===== src/rtl/fetch_pkg.sv =====
// Shared types and constants for the instruction fetch stage.
package fetch_pkg;

    localparam int unsigned DEF_ADDR_W  = 4;
    localparam int unsigned DEF_OPC_W   = 4;
    localparam int unsigned DEF_INSTR_W = 2 * DEF_OPC_W;

    localparam logic [DEF_OPC_W-1:0] OPC_NOP  = 4'h0;
    localparam logic [DEF_OPC_W-1:0] OPC_HALT = 4'hF;

    typedef enum logic [1:0] {
        StIdle = 2'd0,
        StRun  = 2'd1,
        StStep = 2'd2,
        StDone = 2'd3
    } fetch_state_t;

    // Instruction word layout: [7:4] function, [3:0] value.
    function automatic logic [DEF_OPC_W-1:0] instr_func(input logic [DEF_INSTR_W-1:0] word);
        return word[DEF_INSTR_W-1 -: DEF_OPC_W];
    endfunction

    function automatic logic [DEF_OPC_W-1:0] instr_value(input logic [DEF_INSTR_W-1:0] word);
        return word[DEF_OPC_W-1:0];
    endfunction

endpackage


===== src/rtl/instr_fetch_if.sv =====
// Program-load port and presented-instruction bus of the fetch stage.
interface instr_fetch_if #(
    parameter int unsigned ADDR_W = 4,
    parameter int unsigned OPC_W  = 4
);
    logic                 load_valid;
    logic [ADDR_W-1:0]    load_addr;
    logic [2*OPC_W-1:0]   load_data;
    logic                 load_ready;
    logic [OPC_W-1:0]     memoryFunction;
    logic [OPC_W-1:0]     memoryValue;
    logic [ADDR_W-1:0]    outPC;
    logic                 fetch_valid;

    modport master (
        output load_valid, load_addr, load_data,
        input  load_ready, memoryFunction, memoryValue, outPC, fetch_valid
    );

    modport slave (
        input  load_valid, load_addr, load_data,
        output load_ready, memoryFunction, memoryValue, outPC, fetch_valid
    );
endinterface


===== src/rtl/prog_ram.sv =====
// Program RAM: synchronous write, asynchronous read (LUT RAM friendly).
module prog_ram #(
    parameter int unsigned ADDR_W = 4,
    parameter int unsigned DATA_W = 8
) (
    input  logic              clk,
    input  logic              we,
    input  logic [ADDR_W-1:0] waddr,
    input  logic [DATA_W-1:0] wdata,
    input  logic [ADDR_W-1:0] raddr,
    output logic [DATA_W-1:0] rdata
);
    localparam int unsigned Depth = 1 << ADDR_W;

    logic [DATA_W-1:0] mem_q [Depth];

    always_ff @(posedge clk) begin
        if (we) begin
            mem_q[waddr] <= wdata;
        end
    end

    assign rdata = mem_q[raddr];
endmodule


===== src/rtl/instr_fetch.sv =====
// Fetch stage: run/step/halt sequencer presenting registered {function, value} pairs.
module instr_fetch
    import fetch_pkg::*;
#(
    parameter int unsigned ADDR_W = DEF_ADDR_W,
    parameter int unsigned OPC_W  = DEF_OPC_W
) (
    input  logic              clk,
    input  logic              rst,
    input  logic              run,
    input  logic              step,
    input  logic              halt_req,
    output logic [1:0]        state,
    instr_fetch_if.slave      bus
);
    fetch_state_t        state_q, state_d;
    logic [ADDR_W-1:0]   pc_q, pc_d;
    logic [ADDR_W-1:0]   out_pc_q, out_pc_d;
    logic [OPC_W-1:0]    func_q, func_d;
    logic [OPC_W-1:0]    value_q, value_d;
    logic                valid_q, valid_d;

    logic                do_fetch;
    logic [ADDR_W-1:0]   fetch_addr;
    logic [2*OPC_W-1:0]  rdata;
    logic                ram_we;
    logic                halt_presented;
    logic [OPC_W-1:0]    rd_func;

    assign ram_we = (state_q == StIdle) && bus.load_valid;

    prog_ram #(
        .ADDR_W(ADDR_W),
        .DATA_W(2 * OPC_W)
    ) u_prog_ram (
        .clk  (clk),
        .we   (ram_we),
        .waddr(bus.load_addr),
        .wdata(bus.load_data),
        .raddr(fetch_addr),
        .rdata(rdata)
    );

    assign rd_func        = instr_func(rdata);
    assign halt_presented = valid_q && (func_q == OPC_HALT);

    always_comb begin
        state_d    = state_q;
        pc_d       = pc_q;
        out_pc_d   = out_pc_q;
        func_d     = OPC_NOP;
        value_d    = '0;
        valid_d    = 1'b0;
        do_fetch   = 1'b0;
        fetch_addr = pc_q;

        unique case (state_q)
            StIdle: begin
                // A pending load blocks run/step for this cycle.
                if (!bus.load_valid) begin
                    if (run) begin
                        do_fetch   = 1'b1;
                        fetch_addr = '0;
                        state_d    = StRun;
                    end else if (step) begin
                        do_fetch = 1'b1;
                        state_d  = StStep;
                    end
                end
            end
            StRun: begin
                if (halt_req) begin
                    state_d = StIdle;
                end else if (halt_presented) begin
                    state_d = StDone;
                end else begin
                    do_fetch = 1'b1;
                end
            end
            StStep: begin
                if (halt_req) begin
                    state_d = StIdle;
                end else if (halt_presented) begin
                    state_d = StDone;
                end else begin
                    state_d = StIdle;
                end
            end
            StDone: begin
                if (run) begin
                    do_fetch   = 1'b1;
                    fetch_addr = '0;
                    state_d    = StRun;
                end
            end
            default: state_d = StIdle;
        endcase

        if (do_fetch) begin
            func_d   = rd_func;
            value_d  = instr_value(rdata);
            valid_d  = 1'b1;
            out_pc_d = fetch_addr;
            // PC parks on a halt so outPC keeps the halt address.
            pc_d     = (rd_func == OPC_HALT) ? fetch_addr : fetch_addr + ADDR_W'(1);
        end
    end

    always_ff @(posedge clk or posedge rst) begin
        if (rst) begin
            state_q  <= StIdle;
            pc_q     <= '0;
            out_pc_q <= '0;
            func_q   <= OPC_NOP;
            value_q  <= '0;
            valid_q  <= 1'b0;
        end else begin
            state_q  <= state_d;
            pc_q     <= pc_d;
            out_pc_q <= out_pc_d;
            func_q   <= func_d;
            value_q  <= value_d;
            valid_q  <= valid_d;
        end
    end

    assign state              = state_q;
    assign bus.load_ready     = (state_q == StIdle);
    assign bus.memoryFunction = func_q;
    assign bus.memoryValue    = value_q;
    assign bus.outPC          = out_pc_q;
    assign bus.fetch_valid    = valid_q;
endmodule


===== src/flat_wrapper.sv =====
// flat-port wrapper written by rule: the top's interface ports become plain ports
module instr_fetch_flat import fetch_pkg::*;
#(
    parameter int unsigned ADDR_W = DEF_ADDR_W,
    parameter int unsigned OPC_W  = DEF_OPC_W
)
  (clk, rst, run, step, halt_req, state, bus_load_valid, bus_load_addr, bus_load_data, bus_load_ready, bus_memoryFunction, bus_memoryValue, bus_outPC, bus_fetch_valid);
  instr_fetch_if #(.ADDR_W(ADDR_W), .OPC_W(OPC_W)) bus_i ();
  input  logic clk;
  input  logic rst;
  input  logic run;
  input  logic step;
  input  logic halt_req;
  output logic [1:0] state;
  input wire logic [$bits(bus_i.load_valid)-1:0] bus_load_valid;
  input wire logic [$bits(bus_i.load_addr)-1:0] bus_load_addr;
  input wire logic [$bits(bus_i.load_data)-1:0] bus_load_data;
  output wire logic [$bits(bus_i.load_ready)-1:0] bus_load_ready;
  output wire logic [$bits(bus_i.memoryFunction)-1:0] bus_memoryFunction;
  output wire logic [$bits(bus_i.memoryValue)-1:0] bus_memoryValue;
  output wire logic [$bits(bus_i.outPC)-1:0] bus_outPC;
  output wire logic [$bits(bus_i.fetch_valid)-1:0] bus_fetch_valid;
  assign bus_i.load_valid = bus_load_valid;
  assign bus_i.load_addr = bus_load_addr;
  assign bus_i.load_data = bus_load_data;
  assign bus_load_ready = bus_i.load_ready;
  assign bus_memoryFunction = bus_i.memoryFunction;
  assign bus_memoryValue = bus_i.memoryValue;
  assign bus_outPC = bus_i.outPC;
  assign bus_fetch_valid = bus_i.fetch_valid;
  instr_fetch #(.ADDR_W(ADDR_W), .OPC_W(OPC_W)) u_core (.clk(clk), .rst(rst), .run(run), .step(step), .halt_req(halt_req), .state(state), .bus(bus_i));
endmodule

===== config.mk =====
export PLATFORM = sky130hd
export DESIGN_NAME = instr_fetch_flat
export DESIGN_NICKNAME = d
export VERILOG_FILES = /design/src/rtl/fetch_pkg.sv /design/src/rtl/instr_fetch_if.sv /design/src/rtl/prog_ram.sv /design/src/rtl/instr_fetch.sv /design/src/flat_wrapper.sv
export SDC_FILE = /design/constraint.sdc
export NUM_CORES = 1
export LEC_CHECK = 0
export CORE_MARGIN = 2
export CORE_UTILIZATION = 55
export CTS_CLUSTER_SIZE = 30
export DETAILED_ROUTE_END_ITERATION = 10
export GPL_TIMING_DRIVEN = 0
export PLACE_DENSITY = 0.85
export RECOVER_POWER = 100
export SYNTH_ARGS = -nofsm -noshare
export SYNTH_HDL_FRONTEND = slang
export SYNTH_SLANG_ARGS = --single-unit

===== constraint.sdc =====
create_clock -name clk -period 3.8 [get_ports clk]
set_input_delay 0.95 -clock clk [delete_from_list [all_inputs] [get_ports clk]]
set_output_delay 0.95 -clock clk [all_outputs]
set_load 0.05 [all_outputs]

Fig. 1: run 1, M2 wires
Cells faint in the background.
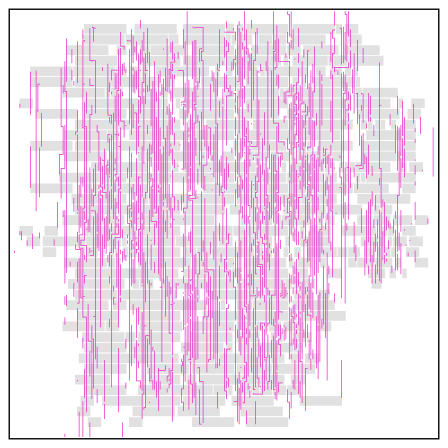
longest straight run = 61.9 um
wire length on this layer = 7280 um
DRT Wirelength: 14.7 mm
Via Count: 4119
GR Util met2: 0.425

Fig. 2: run 1, clock distribution
The bar under the picture is 20 um long.
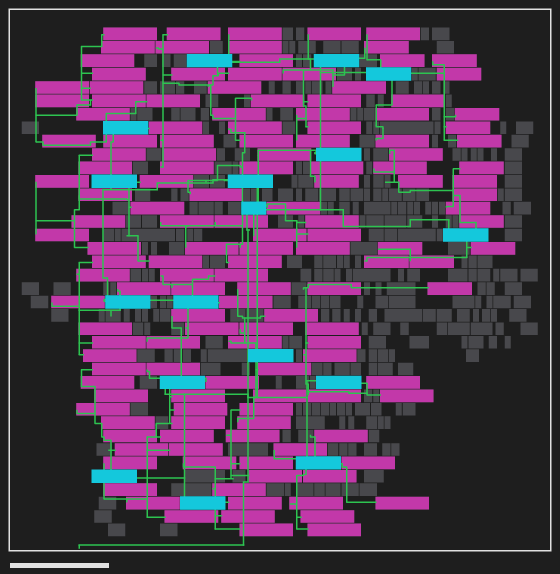
flip-flops -> magenta  # count 147
clock wires -> green  # length 1510 um
cells driving clock nets -> cyan  # count 17
routed clock nets = 18
Clock power frac: 0.253
Clk power: 1600 uW
Setup Skew: 6.47 ps

==> GITHUB_STEP_SUMMARY, run 1 <==
### Flow metrics

| Metric | Value |
|---|---|
| Status | `finished, final reports clean` |
| Die width | `110 um` |
| Crit path DAT | `4010 ps` |
| Register area share after synthesis | `0.705` |
| CTS Sinks | `147` |
| Die height | `110 um` |
| Post-route ant nets | `0` |
| Synth Flop Type | `edfxtp_1` |
| Max Cap Violations | `0` |
| Starting DRT DRC Count | `490` |
| Routed vias/inst | `6.48` |
| Hpwl dp | `9.55 mm` |
| Top post-synthesis cells by count | `edfxtp_1 (128), nand2_1 (57), nor2_1 (29), dfrtp_1 (19), nor3_1 (15)` |
| # H-tree levels | `4` |
| Comb gates | `248` |
| Clock transition at path regs | `60 ps` |
| Clk ins delay skew pair | `540 ps` |
| Final Net Count | `506` |
| Initial Util | `0.565` |
| RSZ-0062 raised after global routing | `false` |
| Largest cell class by area | `sequential cells` |
| Yosys chip area | `0.00613 mm^2` |
| Non-clock buffers | `60` |
Fig. 3: run 1, metal layers overlaid
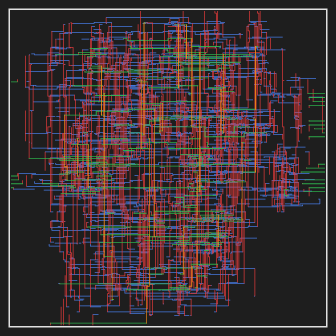
met3 -> green  # wire length 1490 um
met1 -> blue  # wire length 5330 um
met2 -> red  # wire length 7280 um
met4 -> orange  # wire length 635 um
Avg WL per Cell: 23.2 um
All-Layer GR Usage: 0.268

## run 1: metrics by stage
stage	util	setup TNS [ps]
2_1_floorplan	-	0
3_3_place_gp	0.612	-5.15
6_report	0.664	0
4_1_cts	0.665	0
3_5_place_dp	0.612	-240
5_1_grt	0.664	0
## run 1: worst max-delay path, stage by stage
cell           delay, ps
dlygate4sd3_1        700
or3b_1               170
buf_4                150
o211a_1              150
buf_2                220
clkbuf_1             420
clkbuf_1             510
nand2_1              110
nand3_1              110
a31oi_1              130
a211oi_1             390
## run 1: metal layers
| layer | share of wire | track usage | vias to the layer above |
|---|---|---|---|
| li1 | - | - | 1774 |
| met1 | 0.36 | 0.330 | 1988 |
| met2 | 0.49 | 0.425 | 298 |
| met3 | 0.10 | 0.0818 | 59 |
| met4 | 0.043 | 0.146 | 0 |
| met5 | 0 | 0 | - |
## run 1: path summary, 6_finish.rpt
check | from | endpoint | slack [ps] | cells after the start
max in group asynchronous | rst | u_core.bus.memoryValue[3] | 2410 | 2
setup reg to reg | u_core.state[0] | u_core.bus.memoryValue[3] | 400 | 10
hold / removal | u_core.bus.outPC[0] | u_core.bus.outPC[0] | 490 | 2
min in group asynchronous | rst | u_core.bus.memoryFunction[0] | 950 | 2
hold reg to reg | u_core.bus.outPC[0] | u_core.bus.outPC[0] | 490 | 2
setup / recovery | bus_load_valid | u_core.bus.memoryValue[3] | 200 | 11
## run 1: registers in the layout (all words and copies together), names as in the netlist
| register | count |
|---|---|
| u_core.bus.memoryValue | 4 |
| u_core.bus.outPC | 4 |
| u_core.state | 2 |
| u_core.bus.fetch_valid | 1 |
| u_core.bus.memoryFunction | 4 |
| u_core.pc_q | 4 |
| u_core.u_prog_ram.mem_q | 128 |
--- run 2 (diff from run 1) ---
Settings changed: ABC_CLOCK_PERIOD_IN_PS from default to 3800.
==> run 2 against run 1 <==
Combinational power barely moved. Fmax did not move. Non-clock buffer count did not move. Via count did not move. Clock power barely moved. Worst setup slack did not move. Power did not move. Critical endpoint unchanged. Register-to-register slack barely moved. Highest routed layer unchanged.
==> GITHUB_STEP_SUMMARY, run 2 <==
### Flow metrics

| Metric | Value |
|---|---|
| R2r setup slk | `400 ps (about the same)` |
| Via Count | `4119 (unchanged)` |
| Max FFs per register | `128 (unchanged)` |
| Initial Util | `0.565 (unchanged)` |
| Hold Crit Endpoint | `u_core.bus.outPC[0]` |
| Worst Reg-to-Reg Cells | `10 (unchanged)` |
| Die height | `110 um (unchanged)` |
| Worst Min Path Start | `u_core.bus.outPC[0]` |
| # H-tree levels | `4 (unchanged)` |
| RSZ-0062 raised after global routing | `false` |
| Clk ins delay skew pair | `540 ps (about the same)` |
| All-Layer GR Usage | `0.268 (unchanged)` |
| Hpwl dp | `9.55 mm (unchanged)` |
| DRT Wirelength | `14.7 mm (unchanged)` |
| CTS Sinks | `147 (unchanged)` |
| Avg WL per Cell | `23.2 um (unchanged)` |
| Largest cell class by area | `sequential cells` |
| Reg-to-Reg End | `u_core.bus.memoryValue[3]` |
| R2r startpoint | `u_core.state[0]` |
| Die width | `110 um (unchanged)` |
| Status | `finished, final reports clean` |
| Setup Skew | `6.47 ps (unchanged)` |
| Clock transition at path regs | `60 ps (about the same)` |
==> run 2: kinds of logic after synthesis <==
| kind of cell | share of synthesized area |
|---|---|
| adder cells (fa/ha/maj) | 0.0102 |
| buffers and inverters | 0.0282 |
| AND-OR/OR-AND | 0.116 |
| AND/OR/NAND/NOR | 0.100 |
| multiplexers | 0.0412 |
| flip-flops | 0.705 |
==> run 2: worst max-delay path, cell delays in order <==
cell and delay, ps:
dlygate4sd3_1 700, or3b_1 170, buf_4 150, o211a_1 150, buf_2 220, clkbuf_1 420
clkbuf_1 510, nand2_1 110, nand3_1 110, a31oi_1 130, a211oi_1 390
==> run 2: stage by stage <==
stage                     power [uW]  area [um^2]  utilization  hold slack, ps
after global routing            6630         7200        0.664             516
final                           6330         7200        0.664             486
after CTS                       6330         7210        0.665             500
after global placement          4580         6630        0.612             469
after floorplan                 3920         6130            -             634
after detailed placement        4690         6630        0.612             484
==> run 2: metal layers <==
| layer | wire [um] | GRT usage |
|---|---|---|
| met1 | 5330 | 0.330 |
| met2 | 7280 | 0.425 |
| met3 | 1490 | 0.0818 |
| met4 | 635 | 0.146 |
| met5 | 0 | 0 |
==> run 2: how the worst max path moves through the flow <==
stage	start	to	slack, ps	cells after the start
finish	bus_load_valid	u_core.bus.memoryValue[3]	200	11
global route	bus_load_valid	u_core.bus.memoryValue[0]	110	11
CTS	bus_load_valid	u_core.bus.memoryValue[3]	370	11
detailed placement	bus_load_valid	u_core.bus.memoryValue[3]	-90	11
global placement	bus_load_valid	u_core.bus.memoryValue[2]	-5	10
floorplan	u_core.state[0]	u_core.pc_q[1]	530	12
==> run 2: report_power, final <==
part | switching, uW | internal, uW
clock | 660 | 941
combinational | 1880 | 917
sequential | 69.6 | 1860
total | 2610 | 3720
Fig. 4: run 2, signal wires on met3
The bar under the picture is 20 um long. Cells faint in the background.
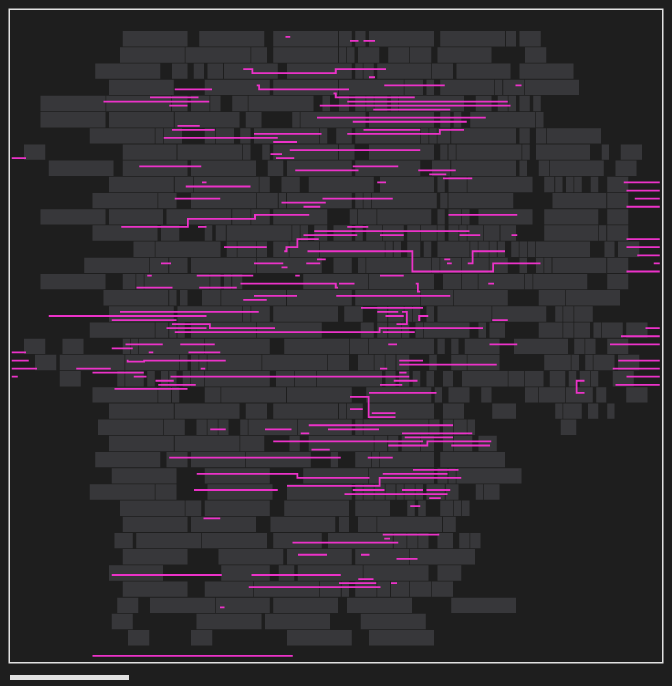
main direction = horizontal
share of all routed wire = 10%
met3 GRT Util: 0.0818

Fig. 5: run 2, routing congestion map
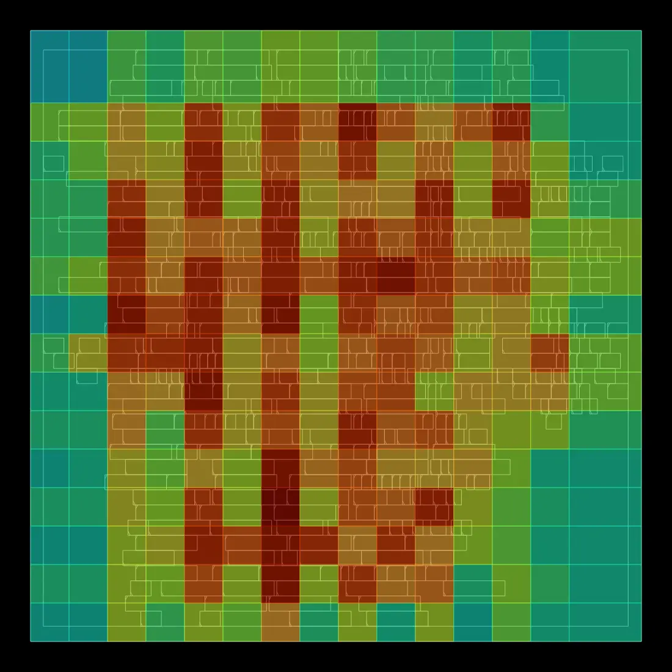
met1 Use GR: 0.330
Layout Utilization: 0.664
GRT busiest layer: met2

Power and IR drop assume default switching activity.
